--- src/rtl/mux2_rr_arbiter_pkg.sv ---
// Shared encodings and the arbitration decision for the 2:1 round-robin arbiter.
package mux2_rr_arbiter_pkg;

  typedef enum logic [1:0] {
    ST_IDLE  = 2'd0,
    ST_GNT_A = 2'd1,
    ST_GNT_B = 2'd2
  } state_e;

  localparam logic SEL_A = 1'b0;
  localparam logic SEL_B = 1'b1;

  // Picks the next grant from two requests; prio names the tie winner.
  function automatic state_e arbitrate(input logic req_a, input logic req_b, input logic prio);
    state_e nxt;
    if (req_a && req_b) nxt = (prio == SEL_B) ? ST_GNT_B : ST_GNT_A;
    else if (req_a)     nxt = ST_GNT_A;
    else if (req_b)     nxt = ST_GNT_B;
    else                nxt = ST_IDLE;
    return nxt;
  endfunction

endpackage

--- src/rtl/mux2_rr_arbiter_datapath.sv ---
// Shared 2:1 output mux of {valid, data, last}; en gates valid so no beat leaks while idle.
module mux2_datapath #(
  parameter int WIDTH = 8
) (
  input  logic             sel,
  input  logic             en,
  input  logic             a_valid,
  input  logic [WIDTH-1:0] a_data,
  input  logic             a_last,
  input  logic             b_valid,
  input  logic [WIDTH-1:0] b_data,
  input  logic             b_last,
  output logic             y_valid,
  output logic [WIDTH-1:0] y_data,
  output logic             y_last
);

  assign y_valid = en & (sel ? b_valid : a_valid);
  assign y_data  = sel ? b_data : a_data;
  assign y_last  = sel ? b_last : a_last;

endmodule

--- src/rtl/mux2_rr_arbiter.sv ---
// Round-robin packet arbiter for two streaming sources sharing one output channel,
// with an optional burst cap that splits long packets so neither source starves.
module mux2_rr_arbiter
  import mux2_rr_arbiter_pkg::*;
#(
  parameter int WIDTH     = 8,
  parameter int MAX_BURST = 16,
  parameter int CNT_W     = 5
) (
  input  logic             clk,
  input  logic             reset,
  input  logic             a_valid,
  input  logic [WIDTH-1:0] a_data,
  input  logic             a_last,
  output logic             a_ready,
  input  logic             b_valid,
  input  logic [WIDTH-1:0] b_data,
  input  logic             b_last,
  output logic             b_ready,
  output logic             y_valid,
  output logic [WIDTH-1:0] y_data,
  output logic             y_last,
  input  logic             y_ready,
  output logic             sel,
  output logic             busy
);

  localparam bit               BURST_EN   = (MAX_BURST != 0);
  localparam logic [CNT_W-1:0] BURST_LAST = BURST_EN ? CNT_W'(MAX_BURST - 1) : '0;

  state_e           state_q, state_d;
  logic             sel_q, sel_d;
  logic             busy_q, busy_d;
  logic             prio_q, prio_d;
  logic [CNT_W-1:0] cnt_q, cnt_d;

  logic grant_a, grant_b, xfer, release_beat;

  assign grant_a = (state_q == ST_GNT_A);
  assign grant_b = (state_q == ST_GNT_B);

  mux2_datapath #(.WIDTH(WIDTH)) u_datapath (
    .sel     (sel_q),
    .en      (grant_a | grant_b),
    .a_valid (a_valid),
    .a_data  (a_data),
    .a_last  (a_last),
    .b_valid (b_valid),
    .b_data  (b_data),
    .b_last  (b_last),
    .y_valid (y_valid),
    .y_data  (y_data),
    .y_last  (y_last)
  );

  assign a_ready      = grant_a & y_ready;
  assign b_ready      = grant_b & y_ready;
  assign xfer         = y_valid & y_ready;
  assign release_beat = xfer & (y_last | (BURST_EN && (cnt_q == BURST_LAST)));
  assign sel          = sel_q;
  assign busy         = busy_q;

  // The releasing source only re-requests when its packet was cut short by the
  // burst cap; after its last beat it must let the other source in or go idle.
  always_comb begin
    // NOTE: every signal gets a default here so no path leaves it unassigned (no latch).
    state_d = state_q;
    sel_d   = sel_q;
    prio_d  = prio_q;
    cnt_d   = cnt_q;
    case (state_q)
      ST_IDLE: state_d = arbitrate(a_valid, b_valid, prio_q);
      ST_GNT_A: begin
        if (xfer) cnt_d = cnt_q + CNT_W'(1);
        if (release_beat) begin
          cnt_d   = '0;
          prio_d  = SEL_B;
          state_d = arbitrate(a_valid & ~a_last, b_valid, SEL_B);
        end
      end
      ST_GNT_B: begin
        if (xfer) cnt_d = cnt_q + CNT_W'(1);
        if (release_beat) begin
          cnt_d   = '0;
          prio_d  = SEL_A;
          state_d = arbitrate(a_valid, b_valid & ~b_last, SEL_A);
        end
      end
      default: state_d = ST_IDLE;
    endcase
    if (state_d == ST_GNT_A)      sel_d = SEL_A;
    else if (state_d == ST_GNT_B) sel_d = SEL_B;
    busy_d = (state_d != ST_IDLE);
  end

  always_ff @(posedge clk) begin
    // NOTE: non-blocking assignments so every flop samples pre-edge values.
    if (reset) begin
      state_q <= ST_IDLE;
      sel_q   <= SEL_A;
      busy_q  <= 1'b0;
      prio_q  <= SEL_A;
      cnt_q   <= '0;
    end else begin
      state_q <= state_d;
      sel_q   <= sel_d;
      busy_q  <= busy_d;
      prio_q  <= prio_d;
      cnt_q   <= cnt_d;
    end
  end

endmodule

--- config.mk ---
export PLATFORM = sky130hd
export DESIGN_NAME = mux2_rr_arbiter
export DESIGN_NICKNAME = d
export VERILOG_FILES = /design/src/rtl/mux2_rr_arbiter_pkg.sv /design/src/rtl/mux2_rr_arbiter_datapath.sv /design/src/rtl/mux2_rr_arbiter.sv
export SDC_FILE = /design/constraint.sdc
export NUM_CORES = 1
export LEC_CHECK = 0
export CAP_MARGIN = 15
export CORE_UTILIZATION = 40
export CTS_CLUSTER_SIZE = 8
export DETAILED_ROUTE_END_ITERATION = 7
export PLACE_DENSITY = 0.88
export SLEW_MARGIN = 25
export SYNTH_ARGS = -nofsm -noshare
export SYNTH_HDL_FRONTEND = slang
export SYNTH_HIERARCHICAL = 1
export SYNTH_SLANG_ARGS = --single-unit
--- constraint.sdc ---
create_clock -name clk -period 2.76 [get_ports clk]
set_clock_uncertainty 0.15 [all_clocks]
set_input_delay 0.414 -clock clk [delete_from_list [all_inputs] [get_ports clk]]
set_output_delay 0.414 -clock clk [all_outputs]
set_load 0.01 [all_outputs]
Run 1, routing congestion map:
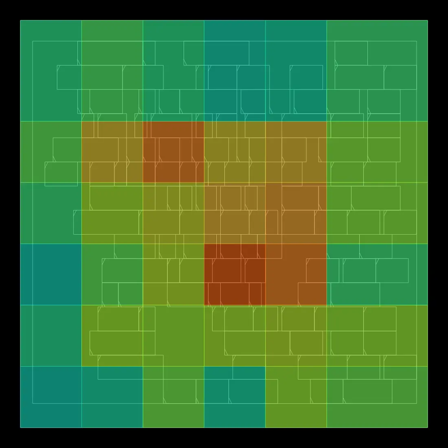
drt wl/cell: 13.0 um
GR Layer Usage met3: 5.56%
GR Util met2: 32.7%
total track usage: 18.6%

Run 1, signal wires on met2:
Drawn at 8 px/um.
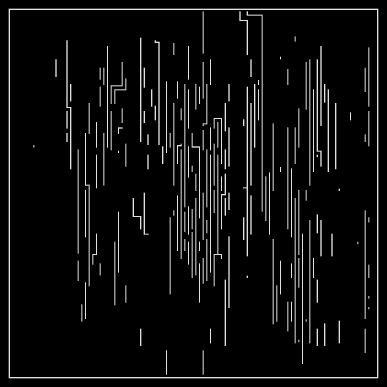
main direction	vertical
share of all routed wire	44%
total vias in the final route: 767
drt total wl: 1.92 mm

==> results.cfg, run 1 <==
; yosys + openroad results
[logic_synthesis]
synthArstFlopShare_pct = 0
yosys.stat.seqShare_pct = 26.0
synth_cell_types = 32
top_logic_kind = simple AND/OR/NAND/NOR gates
ff_type = dfxtp_1

[sta]
slew_headroom_pct = 72.6
fmax_mhz = 401
hold_violations = 0

[clock_tree]
cts_setup_buffers = 0
cts_tree = yes
insertion_delay_ns = 0.25

[grt]
antenna_found_initial = 0

[final_layout]
lay_top_count = clkdlybuf4s50_1
antenna_cells = 0

[status]
status = finished, final reports clean

[setup_path]
r2r-start = state_q[0]
start_kind = flop

[min_path]
holdCritStartpoint = cnt_q[4]
whs_path_depth = 2

[job]
drv_cap = 0

[placed_design]
post_dp_cell_area_sq_um = 1160

[floorplanning]
ios = 37
row_count = 15
Run 1, register map, names as in the netlist:
Drawn at 8 px/um. Other sequential cells in the stronger grey, the rest of the logic in the fainter grey.
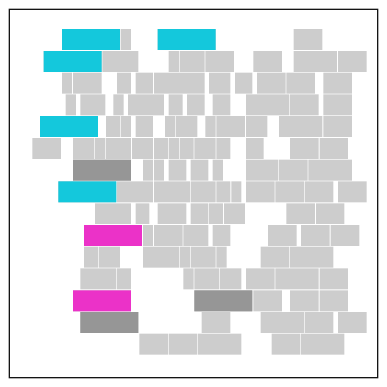
netlist name	colour	flops
cnt_q	cyan	5
state_q	magenta	2
not coloured	3
total sequential power: 0.168 mW
sequential cell area: 200 sq um

Run 1, layout detail:
Window x 10 to 35, y 10 to 35 um. Cells in grey, sequential cells in the stronger grey; small squares are vias.
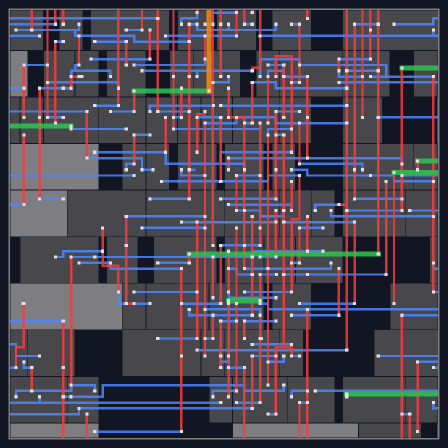
layer	colour
M3	green
M2	red
M1	blue
M4	orange
cells with their middle in the window	63
most frequent	nand2_1 (6), clkdlybuf4s50_1 (6)
netlist names of flops here include	prio_q (1), state_q (1)
sequential cells in the window	2

==> run 1: per-stage QoR <==
stage | utilization (%) | power (mW)
after floorplan | - | 0.279
after CTS | 67.3 | 0.473
final | 67.3 | 0.468
after global placement | 66.0 | 0.372
after global routing | 67.3 | 0.497
after detailed placement | 66.0 | 0.377
==> run 1: final cells by class <==
class | count | area, sq um | share of cell area [%]
clock buffers | 3 | 22.5 | 1.90
inverters | 4 | 16.3 | 1.37
multi-input cells | 67 | 542 | 45.6
flip-flops and latches | 10 | 200 | 16.9
well taps | 25 | 31.3 | 2.63
repair buffers | 38 | 375 | 31.6
==> run 1: report_power, final <==
| group | internal, mW | switching [mW] | total [mW] |
|---|---|---|---|
| Combinational | 0.126 | 0.0796 | 0.206 |
| Sequential | 0.155 | 0.0131 | 0.168 |
| Clock | 0.0501 | 0.0442 | 0.0943 |
| Total | 0.331 | 0.137 | 0.468 |
==> run 1: state kept, by name, summed over array words and instances (netlist names) <==
register  count
cnt_q         5
state_q       2
busy          1
prio_q        1
sel           1
==> run 1: per-layer routing <==
| metal | vias to the layer above | global-route usage [%] | wire [um] |
|---|---|---|---|
| met5 | - | 0 | 0 |
| met4 | 0 | 5.88 | 10 |
| met3 | 2 | 5.56 | 232 |
| met2 | 40 | 32.7 | 852 |
| met1 | 345 | 21.3 | 821 |
| li1 | 380 | - | - |
==> run 1: cell usage after synthesis (3+ instances only) <==
master	number
nor2_1	9
nor3_1	3
nor4_1	3
nand3_1	3
mux2_4	9
dfxtp_1	10
nand2_1	6
a21oi_1	4
ha_1	6
==> run 1: critical path: stages, from the launching register on <==
cell,delay (ns)
dfxtp_1,0.38
clkinvlp_2,0.17
ha_1,0.38
nor2b_1,0.19
clkdlybuf4s50_1,0.56
Run 1, drive-strength map:
Drawn at 10 px/um.
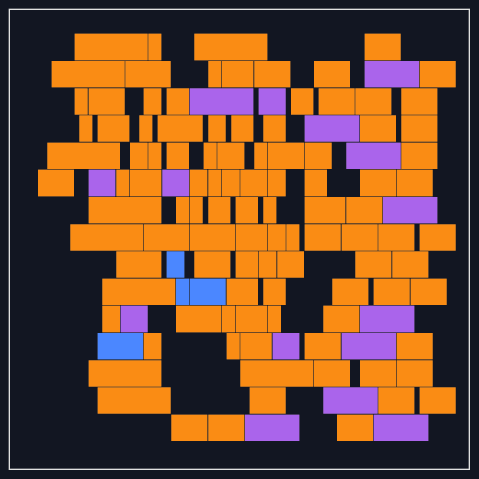

--- run 2 (diff from run 1) ---
- CTS_CLUSTER_SIZE: 8 -> not set
- PLACE_DENSITY: 0.88 -> 0.79
Run 2, drive-strength map:
Drawn at 10 px/um.
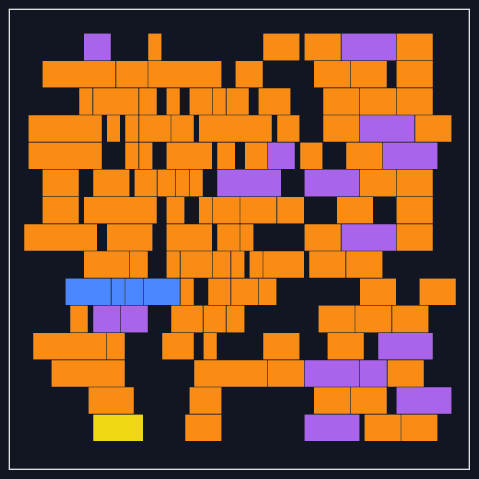
size	colour	cells	share
x1 and smaller	orange	103	84%
x2	blue	4	3.3%
x3 and x4	purple	15	12%
x6 and larger	yellow	1	0.81%
Non-clk bufs: 38
Area Growth Syn to Fin: 56.1%
post-route setup slack: 0.223 ns
Final Instance Area: 1200 sq um

==> run 2 against run 1 <==
Net effect:
- global-route usage up 0.75 points
- die area unchanged
- clock power rose by 44%
- flip-flop count is the same
- maximum frequency down 1.8%
- via count is 2.0% higher
- area after synthesis unchanged
- non-clock buffer count stayed put
- critical path type unchanged
- critical endpoint unchanged
- highest routed layer unchanged
==> results.cfg, run 2 <==
; yosys + openroad results
[status]
status = finished, final reports clean

[clock_tree]
insertion_delay_ns = 0.27
cts_tree = yes
cts_setup_buffers = 0

[grt]
antenna_found_initial = 0
grtUsageTotal_pct = 19.4

[pwr]
combPwrFrac_pct = 40.5
sw_frac_of_total_pct = 29.2
seqPwrFrac_pct = 32.9
internal_power_mw = 0.361
pwr-share-clk_pct = 26.6
p_switching_mw = 0.149

[logic_synthesis]
synthArstFlopShare_pct = 0
synth_cell_types = 32
most_common_cell = dfxtp_1
ff_type = dfxtp_1
common_cells = 10 x dfxtp_1, 9 x mux2_4, 9 x nor2_1, 6 x ha_1, 6 x nand2_1

[setup_path]
crit_slowest_cell = clkdlybuf4s50_1
cp.depth = 4
critPathBufInv = 2
path_delay_family = buffers and inverters
r2r-start = state_q[0]
max_stage_delay_ns = 0.56

[route]
wl_mm = 1.94
wl_per_cell_um = 13.1
first_pass_iters = 4

[final_layout]
lay_top_count = clkdlybuf4s50_1
reg_top3 = cnt_q (5), state_q (2)
regMostFlops = cnt_q
antenna_cells = 0
largest_reg_flops = 5
final_core_util_pct = 68.1

[floorplanning]
initial_core_util_pct = 43.6
ios = 37
coreArea_sq_um = 1760
row_count = 15

[sta]
slew_headroom_pct = 72.0
drv_slew = 0
fmax_mhz = 394
hold_violations = 0

[job]
drv_cap = 0

[min_path]
whs_path_depth = 2
hold_end = cnt_q[3]
holdCritStartpoint = cnt_q[3]
[run 2: power groups by stage]
stage	Sequential (mW)	Clock (mW)	Combinational (mW)
finish	0.168	0.136	0.206
global placement	0.171	0	0.204
floorplan	0.167	0	0.112
CTS	0.168	0.138	0.208
detailed placement	0.171	0	0.206
global route	0.169	0.143	0.224
[run 2: stage by stage]
| stage | worst slack, ns | total power [mW] | instances | cell area, sq um |
|---|---|---|---|---|
| 2_1_floorplan | 0.512 | 0.279 | 82 | 769 |
| 3_3_place_gp | 0.398 | 0.374 | 144 | 1160 |
| 3_5_place_dp | 0.315 | 0.378 | 144 | 1160 |
| 4_1_cts | 0.210 | 0.514 | 148 | 1200 |
| 5_1_grt | 0.122 | 0.536 | 148 | 1200 |
| 6_report | 0.223 | 0.510 | 148 | 1200 |
[run 2: final cells by class]
| type | instances | area, sq um |
|---|---|---|
| well taps | 25 | 31.3 |
| repair buffers | 38 | 375 |
| flip-flops and latches | 10 | 200 |
| fillers | 153 | 563 |
| multi-input cells | 67 | 542 |
| clock buffers | 4 | 36.3 |
| inverters | 4 | 16.3 |
[run 2: layer usage]
metal	up-vias	share of wire (%)	global-route usage (%)
met5	-	0	0
met4	0	2.3	10.6
met3	4	14	4.76
met2	42	42	31.0
met1	355	42	23.5
li1	381	-	-
[run 2: cell families (layout without fill, tap and decap cells)]
kind of cell               Yosys count  count (layout)  synth area share [%]
buffers and inverters                5              46                  3.58
xor gates and xnor gates             3               3                  3.42
and+or+nand+nor                     35              35                  24.2
muxes                               11              11                  20.2
adders and majority gates            6               6                  9.76
AOI/OAI and AO/OA                   12              12                  12.8
DFF                                 10              10                  26.0
[run 2: worst min-delay path, stage by stage, from the launching register on]
cell and delay (ns):
dfxtp_1 0.35, xnor2_1 0.08, nor2_1 0.07
No activity file was given, so power comes from the tool's default toggle rates.
